## config.mk

```make
export PLATFORM = sky130hd
export DESIGN_NAME = hazard_exc_ctrl
export DESIGN_NICKNAME = d
export VERILOG_FILES = /design/src/rtl/hazard_exc_ctrl_pkg.sv /design/src/rtl/hazard_exc_ctrl_md_busy_timer.sv /design/src/rtl/hazard_exc_ctrl.sv
export SDC_FILE = /design/constraint.sdc
export NUM_CORES = 1
export LEC_CHECK = 0
export CORE_MARGIN = 3
export CORE_UTILIZATION = 32
export DETAILED_ROUTE_END_ITERATION = 16
export GPL_TIMING_DRIVEN = 0
export HOLD_SLACK_MARGIN = 0.05
export PLACE_DENSITY = 0.8
export SLEW_MARGIN = 0
export SYNTH_ARGS = -nofsm -noshare
export SYNTH_HDL_FRONTEND = slang
export SYNTH_SLANG_ARGS = --single-unit
```

## constraint.sdc

```tcl
create_clock -name clk -period 1.63 [get_ports clk]
set_input_delay 0.163 -clock clk [delete_from_list [all_inputs] [get_ports clk]]
set_output_delay 0.163 -clock clk [all_outputs]
set_load 0.01 [all_outputs]
```

## src/rtl/hazard_exc_ctrl_pkg.sv

```systemverilog
// Shared constants and helpers for the pipeline hazard/exception controller.
package hazard_exc_ctrl_pkg;

  // Default MDU latencies, counted in cycles after the start in E.
  localparam int MULT_CYCLES_DEF = 5;
  localparam int DIV_CYCLES_DEF  = 10;

  // Tuse/Tnew encodings; T_NONE marks an operand or result that is not used.
  localparam logic [1:0] T_0    = 2'd0;
  localparam logic [1:0] T_1    = 2'd1;
  localparam logic [1:0] T_2    = 2'd2;
  localparam logic [1:0] T_NONE = 2'd3;

  // Exception vector loaded into the M-stage PC by the stage registers on Req.
  localparam logic [31:0] EXC_VECTOR = 32'h0000_4180;

  // A producer in a later stage: its destination and remaining latency.
  typedef struct packed {
    logic [4:0] dst;
    logic [1:0] tnew;
  } prod_t;

  // A source needs the producer's value before it will be ready.
  function automatic logic reg_hazard(input logic [4:0] src,
                                      input logic [1:0] tuse,
                                      input prod_t      p);
    return (p.dst == src) && (p.dst != 5'd0) && (tuse < p.tnew);
  endfunction

endpackage

```

## src/rtl/hazard_exc_ctrl_md_busy_timer.sv

```systemverilog
// Multiply/divide busy timer: counts down the MDU latency after a start in E.
module md_busy_timer
  import hazard_exc_ctrl_pkg::*;
#(
  parameter int MULT_CYCLES = MULT_CYCLES_DEF,
  parameter int DIV_CYCLES  = DIV_CYCLES_DEF
) (
  input  logic clk,
  input  logic reset,
  input  logic start_i,
  input  logic div_i,
  input  logic req_i,
  output logic busy_o
);

  localparam int MAX_CYCLES = (MULT_CYCLES > DIV_CYCLES) ? MULT_CYCLES : DIV_CYCLES;
  localparam int CW         = $clog2(MAX_CYCLES + 1);

  localparam logic [CW-1:0] MULT_LOAD = CW'(MULT_CYCLES);
  localparam logic [CW-1:0] DIV_LOAD  = CW'(DIV_CYCLES);

  logic [CW-1:0] count_q;
  logic [CW-1:0] count_d;

  // Next count: a start squashed by Req does not load; otherwise count down to 0.
  always_comb begin
    count_d = count_q;
    if (start_i && !req_i) begin
      count_d = div_i ? DIV_LOAD : MULT_LOAD;
    end else if (count_q != '0) begin
      count_d = count_q - 1'b1;
    end
  end

  // Count register; reset dominates any start in the same cycle.
  always_ff @(posedge clk) begin
    if (reset) begin
      count_q <= '0;
    end else begin
      count_q <= count_d;
    end
  end

  assign busy_o = (count_q != '0);

endmodule

```

## src/rtl/hazard_exc_ctrl.sv

```systemverilog
// Pipeline sequencing controller: stall/flush/exception-request generation.
module hazard_exc_ctrl
  import hazard_exc_ctrl_pkg::*;
#(
  parameter int MULT_CYCLES = MULT_CYCLES_DEF,
  parameter int DIV_CYCLES  = DIV_CYCLES_DEF
) (
  input  logic       clk,
  input  logic       reset,
  input  logic [4:0] D_rs,
  input  logic [4:0] D_rt,
  input  logic [1:0] D_tuse_rs,
  input  logic [1:0] D_tuse_rt,
  input  logic [4:0] E_dst,
  input  logic [4:0] M_dst,
  input  logic [1:0] E_tnew,
  input  logic [1:0] M_tnew,
  input  logic       D_is_md,
  input  logic       E_md_start,
  input  logic       E_md_div,
  input  logic       D_eret,
  input  logic       E_mtc0_epc,
  input  logic       M_mtc0_epc,
  input  logic       M_exc,
  output logic       F_en,
  output logic       D_en,
  output logic       E_flush,
  output logic       Req,
  output logic       md_busy
);

  prod_t      prod [2];
  logic [1:0] reg_hz;
  logic       md_hz;
  logic       epc_hz;
  logic       stall;
  logic       req_int;

  assign prod[0] = '{dst: E_dst, tnew: E_tnew};
  assign prod[1] = '{dst: M_dst, tnew: M_tnew};

  // One comparator pair (rs, rt) per producing stage: E then M.
  for (genvar gi = 0; gi < 2; gi++) begin : g_stage
    assign reg_hz[gi] = reg_hazard(D_rs, D_tuse_rs, prod[gi]) |
                        reg_hazard(D_rt, D_tuse_rt, prod[gi]);
  end

  assign md_hz   = D_is_md && (md_busy || E_md_start);
  assign epc_hz  = D_eret && (E_mtc0_epc || M_mtc0_epc);
  assign stall   = (|reg_hz) || md_hz || epc_hz;
  assign req_int = M_exc && !reset;

  md_busy_timer #(
    .MULT_CYCLES (MULT_CYCLES),
    .DIV_CYCLES  (DIV_CYCLES)
  ) u_md_busy_timer (
    .clk     (clk),
    .reset   (reset),
    .start_i (E_md_start),
    .div_i   (E_md_div),
    .req_i   (req_int),
    .busy_o  (md_busy)
  );

  // Stage controls: reset and Req let everything run (registers self-clear), else stall.
  always_comb begin
    F_en    = 1'b1;
    D_en    = 1'b1;
    E_flush = 1'b0;
    Req     = req_int;
    if (!reset && !req_int && stall) begin
      F_en    = 1'b0;
      D_en    = 1'b0;
      E_flush = 1'b1;
    end
  end

endmodule
```

==> results.toml, run 1 <==
# flow metrics
[synth]
yosys_area_um2 = 653
top_logic_kind = "XOR/XNOR gates"
netlist_instances = 81
ys_cells = 81
top_cell_area_share_pct = 17.4
mux_share_pct = 0
ys.flop_type = "dfxtp_1"
common_cells = "xnor2_1, xor2_1, ha_1, inv_1, nor2_1"
yosys.area.top_type = "xnor2_1"
ys_seq_share_pct = 12.3
syn_avg_cell_area_um2 = 8.06
aoi_share_pct = 21.8
ys_sh_simple_pct = 19.0
synthXorXnorAreaFrac_pct = 30.8
ys_top_cells_by_area = "xnor2_1, xor2_1, dfxtp_1, ha_1, nand2b_1"
ys_ff = 4
syn-cell-area_um2 = 653
synth_cell_types = 22
syn_nets = 124
ys_sh_adder_pct = 11.5
synth_warnings = 0

[critical_path]
worstSetupPathType = "in2out"
end_kind = "output port"
crit_chain = "clkdlybuf4s50_1, xor2_1, a2111oi_4, nand4_1, nand2_2, a211oi_2, buf_4, buf_6"
crit_start = "M_dst[0]"
slowest_delay_ns = 0.49
r2r-start = "u_md_busy_timer.count_q[0]"
reg2reg_slack_ns = 0.39
cp_max_fo = 3
cp_slowest_cell = "clkdlybuf4s50_1"
arrival_ns = 1.81
r2r_end = "u_md_busy_timer.count_q[0]"
reg2regPathDepth = 6
cp.required_ns = 1.47

[routing]
drt_iter0_markers = 1
viasPerCell = 4.94
drc = 0
ant_nets = 0
drt_first_pass_iters = 2
wl_per_cell_um = 15.0

[power]
finalPower_w = 0.000673
p_per_area_nw_per_um2 = 517
power.static_leakage_nw = 0.502

[layout]
max_flop_register = "u_md_busy_timer.count_q"
reg.largest.list = "u_md_busy_timer.count_q (4)"
combGateArea_um2 = 744
drive_gt1_share_pct = 32.8
mostFrequentLayoutCells = "clkdlybuf4s50_1, xnor2_1, buf_2"
final_cells = 150
largest_reg_flops = 4
flop_area_um2 = 81.3

[final_timing]
final-hold-violation-count = 0
timing.final.max_slew_violations = 0
whs_ns = 0.428
finalSetupViolCount = 3
rsz0062_at_grt = "yes"
finalClockSkew_ns = 0.00217
worst_slew_pin_slew_ns = 0.334
timing.final.ws_setup_ns = -0.344
maxSlewHeadroom_pct = 77.6

[clock_tree]
cts_hold_buf = 0
post_cts_buffers = 0
clockBufferDepth = 2
cts_resized = 77
cts_buffers = 3
root_buffer = "clkbuf_4"
cts_sinks = 4

[placed_design]
post-place-ws_ns = -1.28
placedInstanceArea_um2 = 1160
dp_cells = 147
place.gp.congestion = 0.815
port_buffers = 41

[floorplan]
fp_util_pct = 35.9
io_pins = 42

[flow_run]
tool_warnings = 30
drv_cap = 0

[grt]
grt_pass1_vias = 839
grt_pass1_wl_mm = 3.68
overflow = 0
antenna_found_initial = 0
grt_use_total_pct = 18.4

[run_status]
violations = "setup timing"
status = "finished with violations"

[hold_path]
min_path_type = "in2reg"
run 1: worst max-delay path, delay by kind of cell:
family	cells	cell delay, ns
AND/OR/NAND/NOR	2	0.32
AND-OR/OR-AND	2	0.37
XOR/XNOR	1	0.20
buffers and inverters	3	0.75
run 1: power breakdown:
group	total (W)	switching, W	leakage (nW)	internal (W)
registers	0.000133	0.0000143	0.0335	0.000118
clock network	0.000118	0.0000355	0.0138	0.0000820
logic	0.000422	0.000202	0.455	0.000220
total	0.000673	0.000252	0.502	0.000421
run 1: cells by family after synthesis:
| kind of cell | count (synthesis) |
|---|---|
| xor gates and xnor gates | 23 |
| buffers and inverters | 7 |
| adders and majority gates | 6 |
| AOI/OAI and AO/OA | 17 |
| DFF | 4 |
| and+or+nand+nor | 24 |
run 1: worst min path at each step:
stage	from	end	cells past startpoint
2_1_floorplan	reset	u_md_busy_timer.count_q[1]	1
3_3_place_gp	u_md_busy_timer.count_q[3]	u_md_busy_timer.count_q[3]	3
3_5_place_dp	u_md_busy_timer.count_q[3]	u_md_busy_timer.count_q[3]	3
4_1_cts	reset	u_md_busy_timer.count_q[0]	2
5_1_grt	reset	u_md_busy_timer.count_q[0]	2
6_report	reset	u_md_busy_timer.count_q[0]	2
run 1: routing by layer:
layer / share of wire, % / GRT usage [%] / wire [um]
met5: 0 / 0 / 0
met4: 1.8 / 8.07 / 40
met3: 7.9 / 3.21 / 178
met2: 54 / 35.6 / 1220
met1: 36 / 18.9 / 817
run 1: cell type report:
type / count / share of cell area (%)
multi-input cells: 70 / 57.2
repair buffers: 41 / 29.1
plain buffers: 1 / 0.577
flip-flops and latches: 4 / 6.25
clock buffers: 3 / 1.73
inverters: 6 / 2.69
well taps: 25 / 2.40
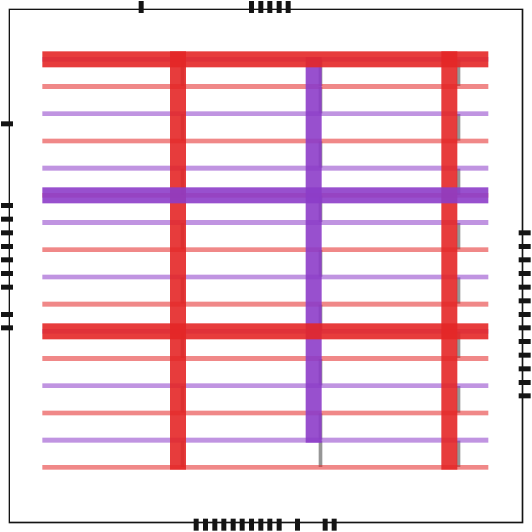
Fig. 1. Power grid (run 1).
Drawn at 10 px/um. Pins as bars on the die edge. Tap cells in gray.
Red stands for VSS. Purple stands for VDD.
16 met1 rails follow the rows. 3 straps on met5. 3 straps on met4. The core has 15 rows. 42 signal pins sit on the boundary.
worst-case vdd ir drop: 0.000603 V
area of the core: 1820 um2
die outline width: 51.2 um
die height: 51.2 um

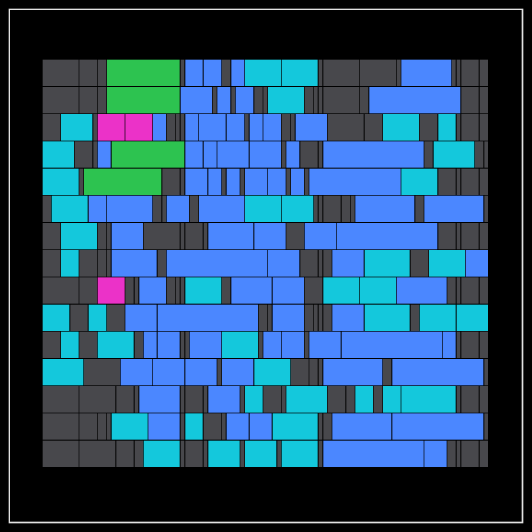
Fig. 2. Placement by cell class (run 1).
Drawn at 10 px/um. Fill, decap, tap and diode cells in gray.
Magenta stands for clock drivers, cells 3, share of their area 1.8%. Cyan stands for other buffers and delay cells, cells 42, share of their area 30%. Green stands for flops, cells 4, share of their area 6.4%. Blue stands for combinational and other logic, cells 76, share of their area 61%.
standard-cell rows: 15
fin util: 71.5%
final instance area: 1300 um2
flop share of the area: 6.25%

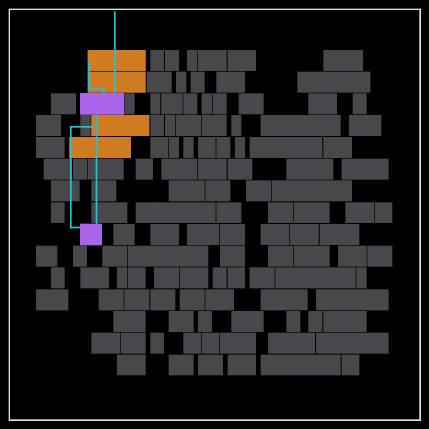
Fig. 3. Clock distribution (run 1).
Drawn at 8 px/um.
Cyan stands for clock wires, length 61.9 um. Purple stands for clock drivers, count 3. Orange stands for flip-flops, count 4.
Position of the flops: top left.
worst-skew pair later-pin latency: 0.23 ns
clock power share: 17.5%

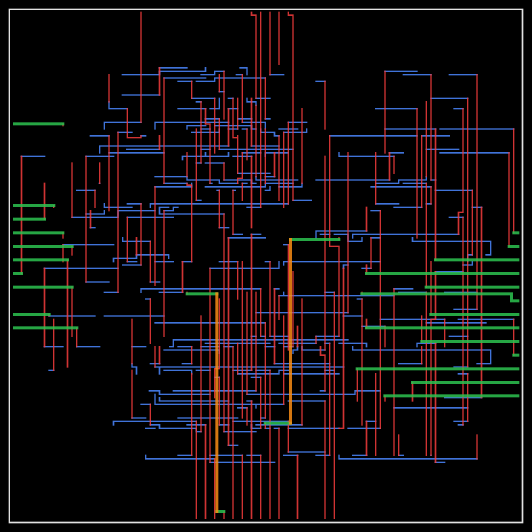
Fig. 4. Wiring by layer (run 1).
Drawn at 10 px/um.
Red stands for metal 2, wire length 1220 um. Green stands for metal 3, wire length 178 um. Orange stands for metal 4, wire length 40.1 um. Blue stands for metal 1, wire length 817 um.
Routed WL: 2.26 mm
vias: 741

==> run 1 -> run 2 <==
--- a/config.mk
+++ b/config.mk
@@ -6,11 +6,11 @@
 export NUM_CORES = 1
 export LEC_CHECK = 0
 export CORE_MARGIN = 3
-export CORE_UTILIZATION = 32
+export CORE_UTILIZATION = 38
 export DETAILED_ROUTE_END_ITERATION = 16
 export GPL_TIMING_DRIVEN = 0
 export HOLD_SLACK_MARGIN = 0.05
-export PLACE_DENSITY = 0.8
+export PLACE_DENSITY = 0.89
 export SLEW_MARGIN = 0
 export SYNTH_ARGS = -nofsm -noshare
 export SYNTH_HDL_FRONTEND = slang
==> constraint.sdc (replaced) <==
create_clock -name clk -period 2.5 [get_ports clk]
set_input_delay 0.25 -clock clk [delete_from_list [all_inputs] [get_ports clk]]
set_output_delay 0.25 -clock clk [all_outputs]
set_load 0.01 [all_outputs]
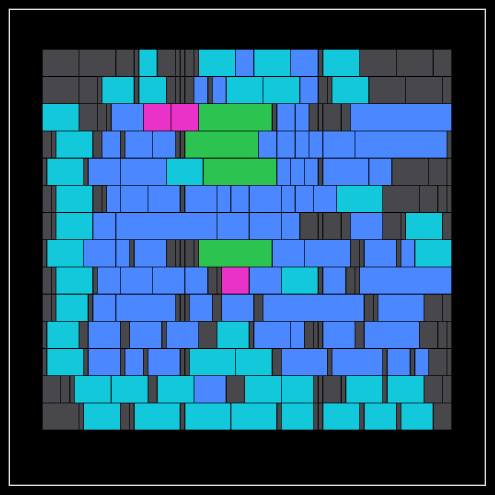
Fig. 5. Placement by cell class (run 2).
Drawn at 10 px/um. Fill, decap, tap and diode cells in gray.
flop share of the area: 6.73%
fin util: 76.3%

==> results.toml, run 2 <==
# flow metrics
[grt]
grt_pass1_wl_mm = 3.32
grt_use_total_pct = 21.9
groute.layer.met2.usage_pct = 43.0
groute.layer.met1.usage_pct = 23.5
overflow = 0
antenna_found_initial = 0
grt.busiest_layer = "met2"
groute.layer.met3.usage_pct = 2.26
grt_pass1_vias = 766

[power]
power.static_leakage_nw = 0.493
ir_drop_v = 0.000362
finalPower_w = 0.000422
p_per_area_nw_per_um2 = 355

[layout]
mostFrequentLayoutCell = "clkdlybuf4s50_1"
max_flop_register = "u_md_busy_timer.count_q"
stdcell_area_um2 = 1190
mostFrequentLayoutCells = "clkdlybuf4s50_1, xnor2_1, xor2_1"
largest_reg_flops = 4
reg.largest.list = "u_md_busy_timer.count_q (4)"

[final_timing]
timing.final.ws_setup_ns = 0.0890
worst_slew_pin_slew_ns = 0.436
maxSlewHeadroom_pct = 70.9
final-hold-violation-count = 0
rsz0062_at_grt = "no"
finalClockSkew_ns = 0.00438
whs_ns = 0.594
finalSetupViolCount = 0

[routing]
met3WireLength_um = 74
ant_nets = 0
wl_per_cell_um = 16.3
drt_iter0_markers = 8
wl_mm = 2.29
drt-met1-wl_um = 900
drt_first_pass_iters = 4

[flow_run]
drv_cap = 0
tool_warnings = 27

[critical_path]
r2r_end = "u_md_busy_timer.count_q[1]"
cp.required_ns = 2.25
worstSetupPathType = "in2out"
reg2reg_slack_ns = 1.23
slowest_delay_ns = 0.66
crit_start = "E_dst[3]"
cp_max_fo = 3
r2r-start = "u_md_busy_timer.count_q[0]"
reg2regPathDepth = 7

[clock_tree]
post_cts_buffers = 0
cts_hold_buf = 0
cts_buffers = 3
clk_latency_ns = 0.24
cts_sinks = 4
cts_resized = 22
clockBufferDepth = 2
root_buffer = "clkbuf_4"

[floorplan]
die_h_um = 47.5
fp_util_pct = 41.9
io_pins = 42
coreArea_um2 = 1560

[synth]
ys_cells = 81
netlist_instances = 81
synth_warnings = 0
syn_nets = 124
syn_avg_cell_area_um2 = 8.06
yosys_area_um2 = 653
top_cell_area_share_pct = 17.4
yosys.area.top_type = "xnor2_1"
ys_ff = 4
ys.flop_type = "dfxtp_1"
synth_cell_types = 22

[placed_design]
port_buffers = 41
placedInstanceArea_um2 = 1080
post-place-ws_ns = -0.642
place.gp.congestion = 0.877

[hold_path]
hp-start = "u_md_busy_timer.count_q[3]"
min_path_type = "reg2reg"

[run_status]
status = "completed"
[run 2: cell families (layout without fill, tap and decap cells)]
kind of cell | Yosys count | in the layout | share of synthesized area [%]
AOI/OAI and AO/OA | 17 | 17 | 21.8
xor gates and xnor gates | 23 | 23 | 30.8
adders and majority gates | 6 | 6 | 11.5
buffers and inverters | 7 | 51 | 4.60
DFF | 4 | 4 | 12.3
and+or+nand+nor | 24 | 24 | 19.0
[run 2: power by group]
group          internal [W]  switching, W   total, W
combinational      0.000137      0.000118   0.000255
clock             0.0000537     0.0000262  0.0000799
sequential        0.0000765     0.0000105  0.0000870
total              0.000267      0.000154   0.000422
[run 2: how the worst min path moves through the flow]
stage               cells after the start                          to  slack (ns)
floorplan                               1  u_md_busy_timer.count_q[1]        0.32
global placement                        3  u_md_busy_timer.count_q[3]        0.56
detailed placement                      3  u_md_busy_timer.count_q[3]        0.58
CTS                                     3  u_md_busy_timer.count_q[3]        0.59
global route                            3  u_md_busy_timer.count_q[3]        0.64
finish                                  3  u_md_busy_timer.count_q[3]        0.59
[run 2: area by class of cell]
type                    count  area (um2)  share of cell area, %
inverters                   6        22.5                   1.89
well taps                  16        20.0                   1.68
plain buffers               1        7.51                  0.631
multi-input cells          70         629                   52.9
flip-flops and latches      4        80.1                   6.73
repair buffers             41         408                   34.3
clock buffers               3        22.5                   1.89
[run 2: worst max-delay path: cells and delay by family]
family,cells,cell delay (ns)
buffers and inverters,2,0.80
and+or+nand+nor,2,0.81
AOI/OAI and AO/OA,2,0.30
[run 2: stage by stage]
| step | std cells | util (%) |
|---|---|---|
| 2_1_floorplan | 81 | - |
| 3_3_place_gp | 138 | 69.5 |
| 3_5_place_dp | 138 | 69.5 |
| 4_1_cts | 141 | 74.8 |
| 5_1_grt | 141 | 76.3 |
| 6_report | 141 | 76.3 |
Power figures rest on the tool's default switching activity, not on a simulated workload.
